<file path="config.mk">
export PLATFORM = sky130hd
export DESIGN_NAME = mem_stream_ctrl_flat
export DESIGN_NICKNAME = d
export VERILOG_FILES = /design/src/rtl/mem_stream_ctrl_if.sv /design/src/rtl/mem_stream_ctrl.sv /design/src/flat_wrapper.sv
export SDC_FILE = /design/constraint.sdc
export NUM_CORES = 1
export LEC_CHECK = 0
export ABC_AREA = 1
export CELL_PAD_IN_SITES_DETAIL_PLACEMENT = 1
export CELL_PAD_IN_SITES_GLOBAL_PLACEMENT = 1
export CORE_MARGIN = 10
export CORE_UTILIZATION = 33
export DETAILED_ROUTE_END_ITERATION = 8
export GPL_ROUTABILITY_DRIVEN = 0
export GPL_TIMING_DRIVEN = 1
export PLACE_DENSITY_LB_ADDON = 0.1
export SYNTH_ARGS = -nofsm -noshare
export SYNTH_HDL_FRONTEND = slang
export SYNTH_SLANG_ARGS = --single-unit
</file>
<file path="constraint.sdc">
create_clock -name clk -period 6.65 [get_ports clk]
set_input_delay 1.6625 -clock clk [delete_from_list [all_inputs] [get_ports clk]]
set_output_delay 1.6625 -clock clk [all_outputs]
set_load 0.05 [all_outputs]
</file>
<file path="src/rtl/mem_stream_ctrl_if.sv">
// Bundle of the byte-stream handshakes and the single-port memory bus around mem_stream_ctrl.
// The master modport is the controller's view; slave is the surrounding stream sources/sinks and memory.
interface mem_stream_ctrl_if #(
  parameter int DATA_W = 8,
  parameter int ADDR_W = 4
);
  logic              s_valid;
  logic              s_ready;
  logic [DATA_W-1:0] s_data;
  logic              m_valid;
  logic              m_ready;
  logic [DATA_W-1:0] m_data;
  logic [ADDR_W:0]   level;
  logic              mem_wr_en;
  logic              mem_rd_en;
  logic [ADDR_W-1:0] mem_addr;
  logic [DATA_W-1:0] mem_data_in;
  logic [DATA_W-1:0] mem_data_out;

  modport master (
    input  s_valid, s_data, m_ready, mem_data_out,
    output s_ready, m_valid, m_data, level,
           mem_wr_en, mem_rd_en, mem_addr, mem_data_in
  );

  modport slave (
    output s_valid, s_data, m_ready, mem_data_out,
    input  s_ready, m_valid, m_data, level,
           mem_wr_en, mem_rd_en, mem_addr, mem_data_in
  );
endinterface

</file>
<file path="src/rtl/mem_stream_ctrl.sv">
// Stream-to-memory FIFO controller: writes an input byte stream into a single-port
// memory and reads it back in order, arbitrating one access per cycle (read first).
module mem_stream_ctrl #(
  parameter int DATA_W = 8,
  parameter int ADDR_W = 4
) (
  input  logic                 clk,
  input  logic                 reset,
  mem_stream_ctrl_if.master    bus
);
  localparam logic [ADDR_W:0] LEVEL_FULL = (ADDR_W+1)'(1 << ADDR_W);

  logic [ADDR_W-1:0] wptr_reg, wptr_next;
  logic [ADDR_W-1:0] rptr_reg, rptr_next;
  logic [ADDR_W:0]   level_reg, level_next;
  logic              rd_pend_reg, rd_pend_next;
  logic              m_valid_reg, m_valid_next;
  logic [DATA_W-1:0] m_data_reg, m_data_next;

  logic rd_go;
  logic wr_go;
  logic s_ready_c;

  // A read is only issued when nothing is in flight and the output register is free,
  // so the captured word never has to wait for space.
  always_comb begin
    rd_go     = (level_reg != '0) && !rd_pend_reg && !m_valid_reg;
    s_ready_c = (level_reg != LEVEL_FULL) && !rd_go && !reset;
    wr_go     = bus.s_valid && s_ready_c;
  end

  always_comb begin
    wptr_next    = wptr_reg;
    rptr_next    = rptr_reg;
    level_next   = level_reg;
    rd_pend_next = rd_go;
    m_valid_next = m_valid_reg;
    m_data_next  = m_data_reg;

    if (wr_go) wptr_next = wptr_reg + 1'b1;
    if (rd_go) rptr_next = rptr_reg + 1'b1;

    if (wr_go)      level_next = level_reg + 1'b1;
    else if (rd_go) level_next = level_reg - 1'b1;

    if (rd_pend_reg) begin
      m_data_next  = bus.mem_data_out;
      m_valid_next = 1'b1;
    end else if (m_valid_reg && bus.m_ready) begin
      m_valid_next = 1'b0;
    end
  end

  always_ff @(posedge clk or posedge reset) begin
    if (reset) begin
      wptr_reg    <= '0;
      rptr_reg    <= '0;
      level_reg   <= '0;
      rd_pend_reg <= 1'b0;
      m_valid_reg <= 1'b0;
      m_data_reg  <= '0;
    end else begin
      wptr_reg    <= wptr_next;
      rptr_reg    <= rptr_next;
      level_reg   <= level_next;
      rd_pend_reg <= rd_pend_next;
      m_valid_reg <= m_valid_next;
      m_data_reg  <= m_data_next;
    end
  end

  // Memory port is driven straight from the grant so the access lands on this edge.
  always_comb begin
    bus.s_ready     = s_ready_c;
    bus.mem_wr_en   = wr_go;
    bus.mem_rd_en   = rd_go;
    bus.mem_addr    = rd_go ? rptr_reg : wptr_reg;
    bus.mem_data_in = bus.s_data;
    bus.m_valid     = m_valid_reg;
    bus.m_data      = m_data_reg;
    bus.level       = level_reg;
  end
endmodule

</file>
<file path="src/flat_wrapper.sv">
// flat-port wrapper written by rule: the top's interface ports become plain ports
module mem_stream_ctrl_flat 
#(
  parameter int DATA_W = 8,
  parameter int ADDR_W = 4
)
  (clk, reset, bus_s_valid, bus_s_data, bus_m_ready, bus_mem_data_out, bus_s_ready, bus_m_valid, bus_m_data, bus_level, bus_mem_wr_en, bus_mem_rd_en, bus_mem_addr, bus_mem_data_in);
  mem_stream_ctrl_if #(.DATA_W(DATA_W), .ADDR_W(ADDR_W)) bus_i ();
  input  logic clk;
  input  logic reset;
  input wire logic [$bits(bus_i.s_valid)-1:0] bus_s_valid;
  input wire logic [$bits(bus_i.s_data)-1:0] bus_s_data;
  input wire logic [$bits(bus_i.m_ready)-1:0] bus_m_ready;
  input wire logic [$bits(bus_i.mem_data_out)-1:0] bus_mem_data_out;
  output wire logic [$bits(bus_i.s_ready)-1:0] bus_s_ready;
  output wire logic [$bits(bus_i.m_valid)-1:0] bus_m_valid;
  output wire logic [$bits(bus_i.m_data)-1:0] bus_m_data;
  output wire logic [$bits(bus_i.level)-1:0] bus_level;
  output wire logic [$bits(bus_i.mem_wr_en)-1:0] bus_mem_wr_en;
  output wire logic [$bits(bus_i.mem_rd_en)-1:0] bus_mem_rd_en;
  output wire logic [$bits(bus_i.mem_addr)-1:0] bus_mem_addr;
  output wire logic [$bits(bus_i.mem_data_in)-1:0] bus_mem_data_in;
  assign bus_i.s_valid = bus_s_valid;
  assign bus_i.s_data = bus_s_data;
  assign bus_i.m_ready = bus_m_ready;
  assign bus_i.mem_data_out = bus_mem_data_out;
  assign bus_s_ready = bus_i.s_ready;
  assign bus_m_valid = bus_i.m_valid;
  assign bus_m_data = bus_i.m_data;
  assign bus_level = bus_i.level;
  assign bus_mem_wr_en = bus_i.mem_wr_en;
  assign bus_mem_rd_en = bus_i.mem_rd_en;
  assign bus_mem_addr = bus_i.mem_addr;
  assign bus_mem_data_in = bus_i.mem_data_in;
  mem_stream_ctrl #(.DATA_W(DATA_W), .ADDR_W(ADDR_W)) u_core (.clk(clk), .reset(reset), .bus(bus_i));
endmodule
</file>
==> flow_summary_export.csv <==
group,metric,value,unit
final_layout,clock_buffers,4,
routing,post-route-drc-count,0,
setup_path,critPathLaunchType,"input port",
final_layout,final_nets,194,
min_path,holdPathEnd,"u_core.bus.m_data[5]",
timing,setup_viol,0,
run_status,status,"finished clean",
synth,yosysChipArea,1230,µm²
clock_tree,ctsHoldBuffers,0,
floorplanning,die_width,81.1,µm
clock_tree,cts_root_buf,"clkbuf_8",
final_layout,drive_above_1_share,0.102,
global_route,antenna_found_initial,0,
timing,fin_crit_sh,0.802,
setup_path,crit_family,"buffers and inverters",
routing,first_pass_iters,3,
job,drv_cap,0,
setup_path,cpPeakStageDelay,810,ps
routing,initialDrtViolationCount,53,
clock_tree,postCtsSetupBuffers,0,
synth,synth_area,1230,µm²
clock_tree,cts.sinks,23,
clock_tree,cts_max_level,1,
final_layout,diodes,0,
routing,routed_wl,2840,µm
timing,slew_headroom,0.660,
routing,wl_per_cell,13.2,µm
setup_path,r2r_slack,4310,ps
clock_tree,path_clk_slew,80,ps
floorplanning,dieHeight,81.1,µm
final_layout,stdcell_area,1590,µm²
final_layout,largest_class,"flip-flops and latches",
timing,finClkSkew,3.66,ps
final_layout,lay_top_count,"nand2_1",
synth,syn_inst,140,
floorplanning,coreArea,3630,µm²
final_layout,n_all_buffers,33,
floorplanning,rows,22,
global_route,grt_first_pass_wirelength,4690,µm
synth,synth_area_per_cell,8.79,µm²
min_path,hold_start,"u_core.bus.m_data[5]",
job,warning_count,26,
setup_path,crit_slowest_cell,"clkdlybuf4s50_1",
==> worst register-to-register path, delay by kind of cell, from the launching register on <==
kind,cells,cell delay [ps]
adder cells (fa/ha/maj),1,520
buffers and inverters,2,100
flip-flops,1,460
AND/OR/NAND/NOR,10,1160
==> Yosys cell counts <==
| library cell | count | area, µm² |
|---|---|---|
| nand2_1 | 52 | 195 |
| dfrtp_1 | 23 | 576 |
| inv_1 | 9 | 33.8 |
| buf_4 | 8 | 60.1 |
| xor2_1 | 6 | 52.6 |
| ha_1 | 5 | 62.6 |
| nand3_1 | 5 | 25.0 |
| a21oi_1 | 4 | 20.0 |
| nand2_2 | 4 | 25.0 |
| nor2_1 | 4 | 15.0 |
| nor2_2 | 3 | 18.8 |
| xnor2_1 | 3 | 26.3 |
| inv_2 | 2 | 7.51 |
| nand4_1 | 2 | 12.5 |
| o21ai_0 | 2 | 10.0 |
| buf_2 | 1 | 5.00 |
| buf_6 | 1 | 11.3 |
| clkinv_1 | 1 | 3.75 |
| fa_1 | 1 | 20.0 |
| nand2_4 | 1 | 11.3 |
| nand3_2 | 1 | 10.0 |
| nand3_4 | 1 | 17.5 |
| nor2_4 | 1 | 11.3 |
==> per-stage QoR <==
step	worst slack [ps]	hold WS (ps)
after floorplan	2050	442
after global placement	1310	459
after detailed placement	1270	466
after CTS	1270	483
after global routing	1120	499
final	1320	476
==> cell families (layout without fill, tap and decap cells) <==
logic type	Yosys count	count (layout)	share of synthesized area
simple gates	74	74	0.278
xor+xnor	9	9	0.0641
buf+inv	22	49	0.0987
flops	23	23	0.468
fa+ha+maj	6	6	0.0671
compound gates	6	6	0.0244
==> routing by layer <==
metal,GRT usage,vias to the layer above
li1,-,476
met1,0.103,467
met2,0.147,27
met3,0.0309,6
met4,0.0311,0
met5,0,-
### Signal wires by layer

Only two layers are drawn.
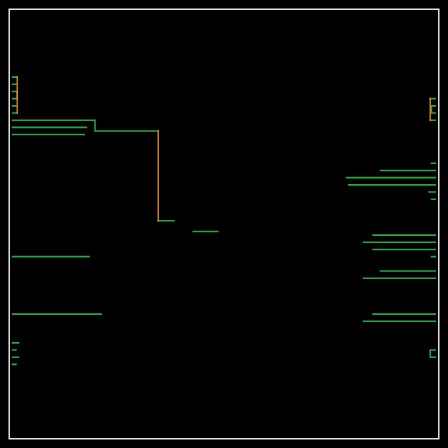
legend:
  orange:
    layer: metal 4
    wire_length: 27.9 µm
  green:
    layer: metal 3
    wire_length: 247 µm

### Cells colored by class

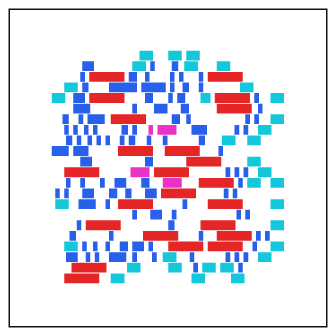
legend:
  blue:
    class: combinational and other logic
    cells: 107
  red:
    class: flops
    cells: 23
  magenta:
    class: clock drivers and dummy loads
    cells: 4
  cyan:
    class: other buffers and delay cells
    cells: 33

### I/O pins on the die edge

Pins as bars across the die edge, other pins in gray.
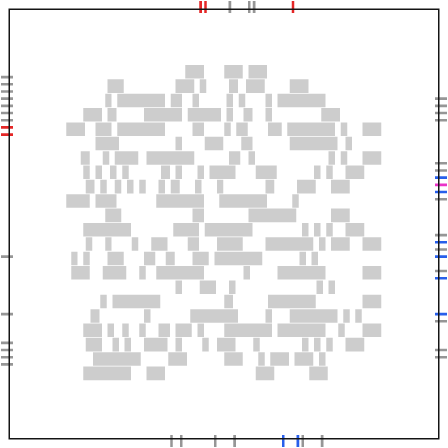
legend:
  blue:
    port: bus_mem_data_out
    pins: 8
    direction: input
    edge: 6 right, 2 bottom
  magenta:
    port: bus_m_valid
    pins: 1
    direction: output
    edge: right
  red:
    port: bus_level
    pins: 5
    direction: output
    edge: 3 top, 2 left
all pins by edge: 20 right, 15 left, 8 bottom, 6 top

### Track usage over the die

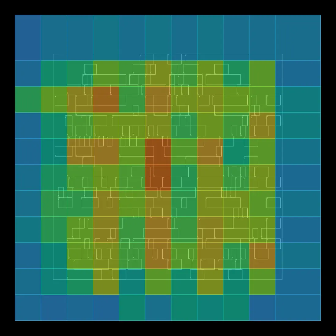
grt peak-use layer: met2
met2 Usage GRT: 0.147
Final Util: 0.437
met1 usage: 0.103
All-Layer GR Usage: 0.0883

